Metal 1:
Supply wires on this layer in grey.
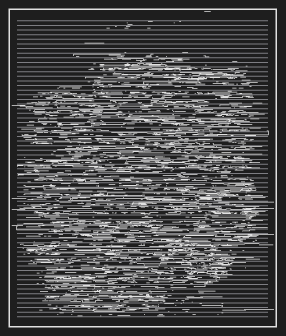
The metal 2 layer:
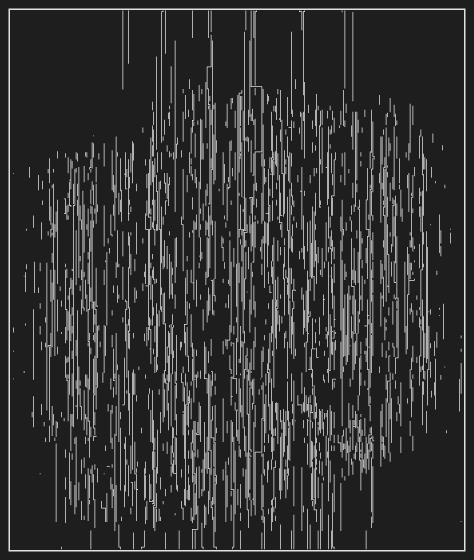
==> config.mk <==
export PLATFORM = sky130hd
export DESIGN_NAME = ras_ckpt
export DESIGN_NICKNAME = d
export VERILOG_FILES = /design/src/rtl/ras_ckpt.sv
export SDC_FILE = /design/constraint.sdc
export NUM_CORES = 1
export LEC_CHECK = 0
export CAP_MARGIN = 20
export CORE_ASPECT_RATIO = 1.2
export CORE_MARGIN = 4
export CORE_UTILIZATION = 45
export DETAILED_ROUTE_END_ITERATION = 8
export PLACE_DENSITY = 0.74
export SYNTH_ARGS = -nofsm -noshare
export SYNTH_HDL_FRONTEND = slang
export SYNTH_SLANG_ARGS = --single-unit
==> constraint.sdc <==
create_clock -name CLK -period 6.5 [get_ports CLK]
set_clock_uncertainty 0.15 [all_clocks]
set_input_delay 0.975 -clock CLK [delete_from_list [all_inputs] [get_ports CLK]]
set_output_delay 0.975 -clock CLK [all_outputs]
set_load 0.02 [all_outputs]
==> results.txt <==
run results: WL met2 12000 um, Fin Hold WS 0.270 ns, Mapped Cells 736, Routed met1 length 11000 um, highest routing layer actually used met4, CTS tree built, Via density 5.61, setup ws final 1.80 ns, YS chip area 11900 um2, max reg flops 248, initial antenna violation count 0, pin count of the biggest net entering global routing 170, CP max FO 51, Post-CTS Setup Repair Bufs 0, Worst Reg-to-Reg Cells 6, post-CTS sizing 0, biggest area consumer among synthesized cells dfrtp_1, met3 WL post-DR 965 um, clk root buf clkbuf_16, Detailed Routing Iterations Pass 1 4, input/output buffers 81, dpl hpwl 14000 um, max-cap check violation count 0, CP Launch Type flop, syn_nets 783, ant diodes 0, crit path DRT 5.37 ns, Post-synth EDFFs 0, synth-to-layout area growth 17.1%, Yosys reg bits 255, Async S/R FF share, synth 1.00, period utilization 0.723, status finished clean, Max Root-Sink Buffers 3, DRC viols 0, synth top area cells dfrtp_1 54%, mux2_2 23%, mux4_2 12%, R2R setup slack 2.67 ns, yosys cell count 736, slew margin rel. 0.288, Die Size 29000 um2
## Picture notes: 'metal 1'
The wires run mostly horizontal. The longest straight run is 34.5 um. The layer holds 45% of the routed length. The layer carries 11000 um of wire.
global-route met1 utilization: 0.244
total wire length: 24400 um
vias post-DR: 6498

## Picture notes: 'the metal 2 layer'
The wires run mostly vertical. The layer carries 12000 um of wire. The longest straight run is 85.0 um. The layer holds 49% of the routed length. 807 nets have wire on it.
GR Util met2: 0.289

==> cells by family (layout without fill, tap and decap cells) <==
family | after synthesis | count (layout) | synth area share
multiplexers | 342 | 342 | 0.393
flip-flops | 255 | 255 | 0.538
buffers and inverters | 56 | 149 | 0.0228
AND/OR/NAND/NOR | 43 | 43 | 0.0211
AND-OR/OR-AND | 30 | 30 | 0.0168
XOR/XNOR | 6 | 6 | 0.00443
adder cells (fa/ha/maj) | 4 | 4 | 0.00422
==> stage by stage <==
stage                     cell area, um2  instances  power, W
after floorplan                    11900        736   0.00420
after global placement             13000       1109   0.00481
after detailed placement           13000       1109   0.00489
after CTS                          13900       1159   0.00644
after global routing               13900       1159   0.00673
final                              13900       1159   0.00636
==> Yosys cell counts (2+ instances only) <==
master / n
a31oi_1: 3
nand3b_1: 3
nand2_1: 10
mux4_2: 62
mux2_1: 7
xnor2_1: 3
nand3_1: 3
nor2b_1: 5
nor2_1: 2
mux2_4: 30
nand2b_1: 6
a32oi_1: 2
nor3b_1: 2
buf_1: 2
a21oi_1: 8
o21bai_1: 2
nor3_1: 5
clkbuf_1: 15
buf_2: 30
xor2_1: 3
o22ai_1: 2
mux2_2: 243
dfrtp_1: 255
o21ai_0: 4
buf_6: 3
and3_1: 2
inv_1: 6
ha_1: 4
==> power by group <==
| part | total [W] | leakage (nW) | switching, W | internal (W) |
|---|---|---|---|---|
| Combinational | 0.00207 | 2.34 | 0.000710 | 0.00136 |
| Sequential | 0.00277 | 3.12 | 0.000411 | 0.00236 |
| Clock | 0.00152 | 0.447 | 0.000615 | 0.000904 |
==> layout make-up <==
| cell class | count | area (um2) |
|---|---|---|
| fill | 2054 | 11800 |
| sequential | 255 | 6390 |
| multi-input combinational | 425 | 5260 |
| timing repair buffer | 93 | 918 |
| clock buffer | 44 | 862 |
| tap | 330 | 413 |
| clock inverter | 6 | 33.8 |
| inverter | 6 | 22.5 |
==> metal layers <==
metal | track usage | vias to the layer above
met2 | 0.289 | 108
met3 | 0.0237 | 29
met1 | 0.244 | 3450
li1 | - | 2911
met5 | 0 | -
met4 | 0.0431 | 0
==> worst max-delay path, stage by stage (launching register included) <==
cell	delay [ns]
dfrtp_4	1.04
buf_4	0.56
mux4_2	0.57
mux2_2	0.29
clkdlybuf4s50_1	0.55
==> cells in the final DEF, fill, tap and decap left out, types with 6 or more instances in the layout <==
| cell | instances |
|---|---|
| a21oi_1 | 7 |
| buf_4 | 11 |
| clkbuf_1 | 7 |
| clkbuf_16 | 29 |
| clkbuf_8 | 8 |
| clkdlybuf4s50_1 | 80 |
| dfrtp_1 | 252 |
| inv_1 | 6 |
| mux2_1 | 7 |
| mux2_2 | 243 |
| mux2_4 | 30 |
| mux4_2 | 62 |
| nand2_1 | 9 |
Power and IR drop assume default switching activity.
